Run 1, floorplan with the power grid:
Pins as bars on the die edge. Tap cells in gray.
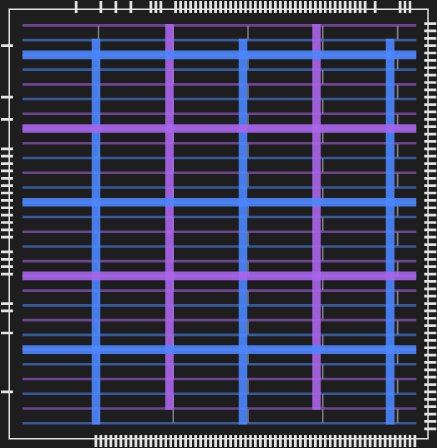
Run 1, clock distribution:
Bar = 20 um.
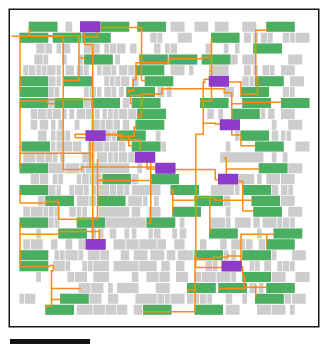
Run 1, clock wiring as the flow saved it:
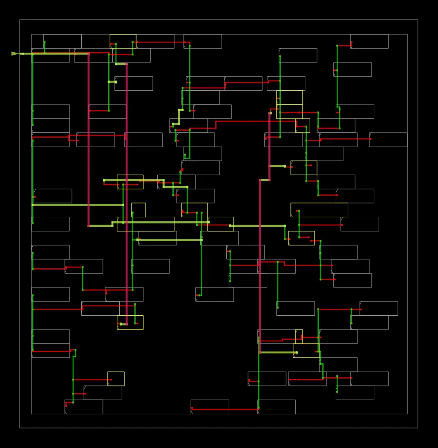
==> config.mk <==
export PLATFORM = sky130hd
export DESIGN_NAME = regfile_wb_arbiter
export DESIGN_NICKNAME = d
export VERILOG_FILES = /design/src/rtl/regfile_wb_arbiter_pkg.sv /design/src/rtl/rr_arbiter.sv /design/src/rtl/regfile_wb_arbiter.sv
export SDC_FILE = /design/constraint.sdc
export NUM_CORES = 1
export LEC_CHECK = 0
export CORE_AREA = 2 2 75 77
export DETAILED_ROUTE_END_ITERATION = 7
export DIE_AREA = 0 0 77 79
export DONT_BUFFER_PORTS = 1
export GPL_TIMING_DRIVEN = 0
export MAX_ROUTING_LAYER = met4
export PLACE_DENSITY = 0.89
export SLEW_MARGIN = 0
export SYNTH_ARGS = -nofsm -noshare
export SYNTH_HDL_FRONTEND = slang
export SYNTH_SLANG_ARGS = --single-unit
export TNS_END_PERCENT = 20
==> constraint.sdc <==
create_clock -name Clock -period 2.7 [get_ports Clock]
set_input_delay 0.405 -clock Clock [delete_from_list [all_inputs] [get_ports Clock]]
set_output_delay 0.405 -clock Clock [all_outputs]
set_load 0.01 [all_outputs]
==> flow_metrics.tcl, run 1 <==
# implementation run metrics
set metrics [dict create \
    ys_seq_share_pct 41.9 \
    power_mw 2.35 \
    cp.required_ps 2300 \
    grt_max_degree 13 \
    largest_reg_flops 32 \
    pg_comb_mw 0.288 \
    path_buffers 3 \
    warning_count 26 \
    fa_ha_area_share_pct 0 \
    synthDistinctLibCells 41 \
    synth_flops 69 \
    powerDensity_mw_per_mm2 652 \
    ios 195 \
    drive_above_1_share_pct 10.9 \
    seq_share_pct 38.3 \
    ys_cells 386 \
    post_cts_resized 0 \
    postRouteAntennaNets 0 \
    finalSetupViolations 0 \
    numCtsBuffers 9 \
    drv_slew 0 \
    critPathMaxFanout 10 \
    fp_nets 508 \
    p_leak_nw 1.30 \
    logic_gates 284 \
    status "finished clean" \
    fill_cells 447 \
    hpwl_um 7690 \
    routed-wl-met2_um 5290 \
    htree_num_levels 3 \
    syn_area_mm2 0.00329 \
    ctsLongestPathBuffers 2 \
    antenna_found_initial 0 \
    setup.worst_path.class "primary input to output pin" \
    setup.worst_path.start_class "primary input" \
    clkTransAtPathRegs_ps 70 \
    top_logic_kind "AND-OR/OR-AND gates" \
    taps 72 \
    end_kind "output pin" \
    tightestPinTransition_ps 654 \
    grt-ovfl-total 0 \
    clock_sinks 69 \
    cts_hold_buffers 0 \
    dr_wl_met3_um 1140 \
    ys_chip_area_mm2 0.00329 \
    reg2reg_depth 2 \
    cpPeakStageDelay_ps 480 \
    irDropWorstVdd_mv 0.399 \
    comb_area_share_pct 48.1 \
    diodes 0 \
]
Notes on 'floorplan with the power grid' above:
[blue] VSS
[purple] VDD
rows: 27
tap cells: 72
met5 straps: 5
met4 straps: 5
met1 rails: 28
core area: 0.00534 mm^2
width of the chip: 77 um

Notes on 'clock distribution' above:
[purple] clock drivers | count: 9
[green] flip-flops | count: 69
[orange] clock wires | length: 849 um
flops lie: widely spread
routed clock nets: 10
P_clk: 0.945 mW
power share of the clock group: 40.2%
Clk Latency, worst-skew pair: 350 ps

Notes on 'clock wiring as the flow saved it' above:
Worst Skew: 0 ps
clk_buf instances: 11

-- run 1: metrics by stage --
| stage | worst slack, ps | instance area, um^2 | hold WS [ps] |
|---|---|---|---|
| 2_1_floorplan | 1060 | 3290 | 481 |
| 6_report | 839 | 3610 | 244 |
| 3_5_place_dp | 776 | 3380 | 495 |
| 4_1_cts | 842 | 3610 | 241 |
| 3_3_place_gp | 834 | 3380 | 492 |
| 5_1_grt | 802 | 3610 | 255 |
-- run 1: cells in the final DEF (no fill, tap or decap), drive strengths merged, types with 4 or more instances in the layout --
master   Yosys  routed
nor2        71      71
a21oi       36      36
a31oi       23      23
nand4bb      4       4
nand2       35      35
and3b        4       4
buf         15      15
o211a        4       4
a41oi        7       7
nand2b       6       6
o21ai       32      32
a222oi      32      32
clkbuf      15      26
dfxtp       69      69
==> run 2: changes to the inputs <==
--- a/config.mk
+++ b/config.mk
@@ -5,13 +5,13 @@
 export SDC_FILE = /design/constraint.sdc
 export NUM_CORES = 1
 export LEC_CHECK = 0
-export CORE_AREA = 2 2 75 77
+export CORE_AREA = 2 2 76 78
 export DETAILED_ROUTE_END_ITERATION = 7
-export DIE_AREA = 0 0 77 79
+export DIE_AREA = 0 0 78 80
 export DONT_BUFFER_PORTS = 1
 export GPL_TIMING_DRIVEN = 0
 export MAX_ROUTING_LAYER = met4
-export PLACE_DENSITY = 0.89
+export PLACE_DENSITY = 0.87
 export SLEW_MARGIN = 0
 export SYNTH_ARGS = -nofsm -noshare
 export SYNTH_HDL_FRONTEND = slang
==> constraint.sdc (replaced) <==
create_clock -name Clock -period 1.8 [get_ports Clock]
set_input_delay 0.27 -clock Clock [delete_from_list [all_inputs] [get_ports Clock]]
set_output_delay 0.27 -clock Clock [all_outputs]
set_load 0.01 [all_outputs]
Run 2, cells colored by class:
Bar = 20 um.
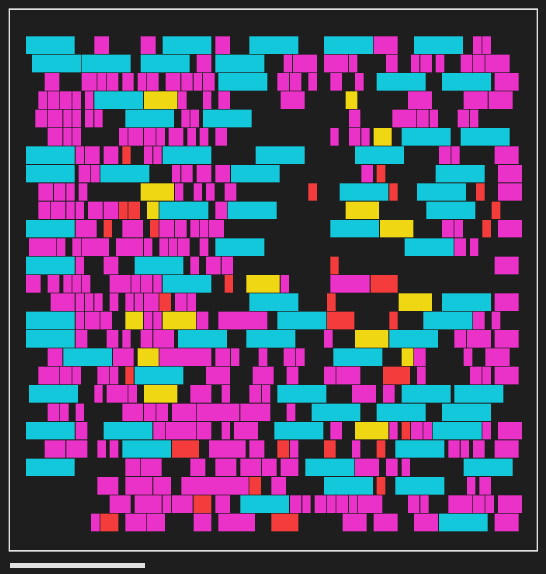
[red] remaining buffers and delay cells | cells: 30
[magenta] combinational and other logic | cells: 287
[yellow] clock drivers and dummy loads | cells: 16
[cyan] sequential cells | cells: 69
row count: 27
post-route cell area: 0.00356 mm^2
core area: 0.00541 mm^2
post-layout util: 65.9%

Run 2, clock wiring as the flow saved it:
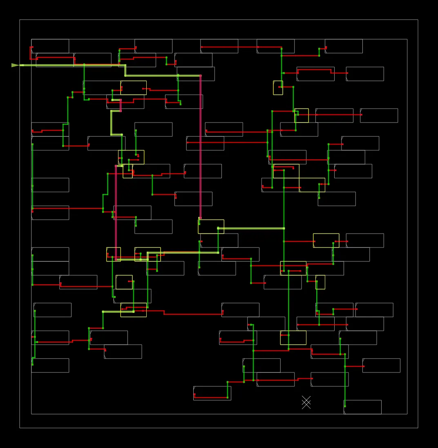
Seq cells: 69
CTS sink cnt: 69
Clk Latency, worst-skew pair: 330 ps

==> run 2 against run 1 <==
The flow now finishes with violations (DRC); sequential power rose by about 50%; routed wire length fell by 3.0%; synthesized cell count did not move; worst hold slack got worse by 130 ps; first-iteration DRC count fell by 29%; largest power group unchanged; power rose by 38%; critical path depth did not move; combinational power rose by 49%; clock skew did not move; clock-buffer cell count fell by 1.
==> flow_metrics.tcl, run 2 <==
# implementation run metrics
set metrics [dict create \
    status "finished, violations left" \
    violations "DRC" \
    nClkBuffers 10 \
    ios 195 \
    numCtsBuffers 9 \
    ys_seq_share_pct 41.9 \
    powerDensity_mw_per_mm2 913 \
    synthDistinctLibCells 41 \
    place_area_mm2 0.00338 \
    critPathMaxFanout 10 \
    end_kind "output pin" \
    ys_chip_area_mm2 0.00329 \
    worst_hold_slack_ps 113 \
    drive_above_1_share_pct 11.2 \
    path_buffers 3 \
    syn_area_mm2 0.00329 \
    comb_area_share_pct 48.8 \
    pre_cts_ws_ps 16.5 \
    hpwl_um 7510 \
    post_cts_resized 0 \
    ys_cells 386 \
    seq_share_pct 38.8 \
    diodes 0 \
    antenna_found_initial 0 \
    setup.worst_path.class "primary input to output pin" \
    irDropWorstVdd_mv 0.494 \
    cp.required_ps 1530 \
    cts_hold_buffers 0 \
    setup.worst_path.start_class "primary input" \
    remaining_drc_errors 2 \
    postRouteAntennaNets 0 \
    logic_gates 284 \
    die_w_um 78 \
    taps 72 \
    grt-ovfl-total 0 \
    fa_ha_area_share_pct 0 \
    warning_count 26 \
    drv_slew 0 \
    tightestPinTransition_ps 600 \
    p_leak_nw 1.28 \
    ctsLongestPathBuffers 2 \
    worst_slack_ps 179 \
    cpPeakStageDelay_ps 480 \
    reg2reg_depth 2 \
    fp_nets 508 \
    lay_top_cells "70 x nor2_1, 69 x dfxtp_1, 36 x a21oi_1, 35 x nand2_1, 32 x a222oi_1" \
    power_mw 3.25 \
]
[run 2: power by group through the flow]
stage / Sequential [mW] / Combinational (mW) / Clock, mW
after floorplan: 1.70 / 0.336 / 0
after global placement: 1.71 / 0.406 / 0
after detailed placement: 1.72 / 0.420 / 0
after CTS: 1.68 / 0.421 / 1.14
after global routing: 1.69 / 0.472 / 1.22
final: 1.68 / 0.428 / 1.14
[run 2: metal layers]
layer / global-route usage (%) / share of wire (%)
met1: 36.4 / 37
met2: 55.3 / 51
met3: 7.24 / 8.8
met4: 16.8 / 3.4
met5: - / 0
[run 2: cell families after synthesis]
family	after synthesis
AOI/OAI and AO/OA	148
and+or+nand+nor	133
DFF	69
buffers and inverters	33
muxes	2
other	1
No activity file was given, so power comes from the tool's default toggle rates.
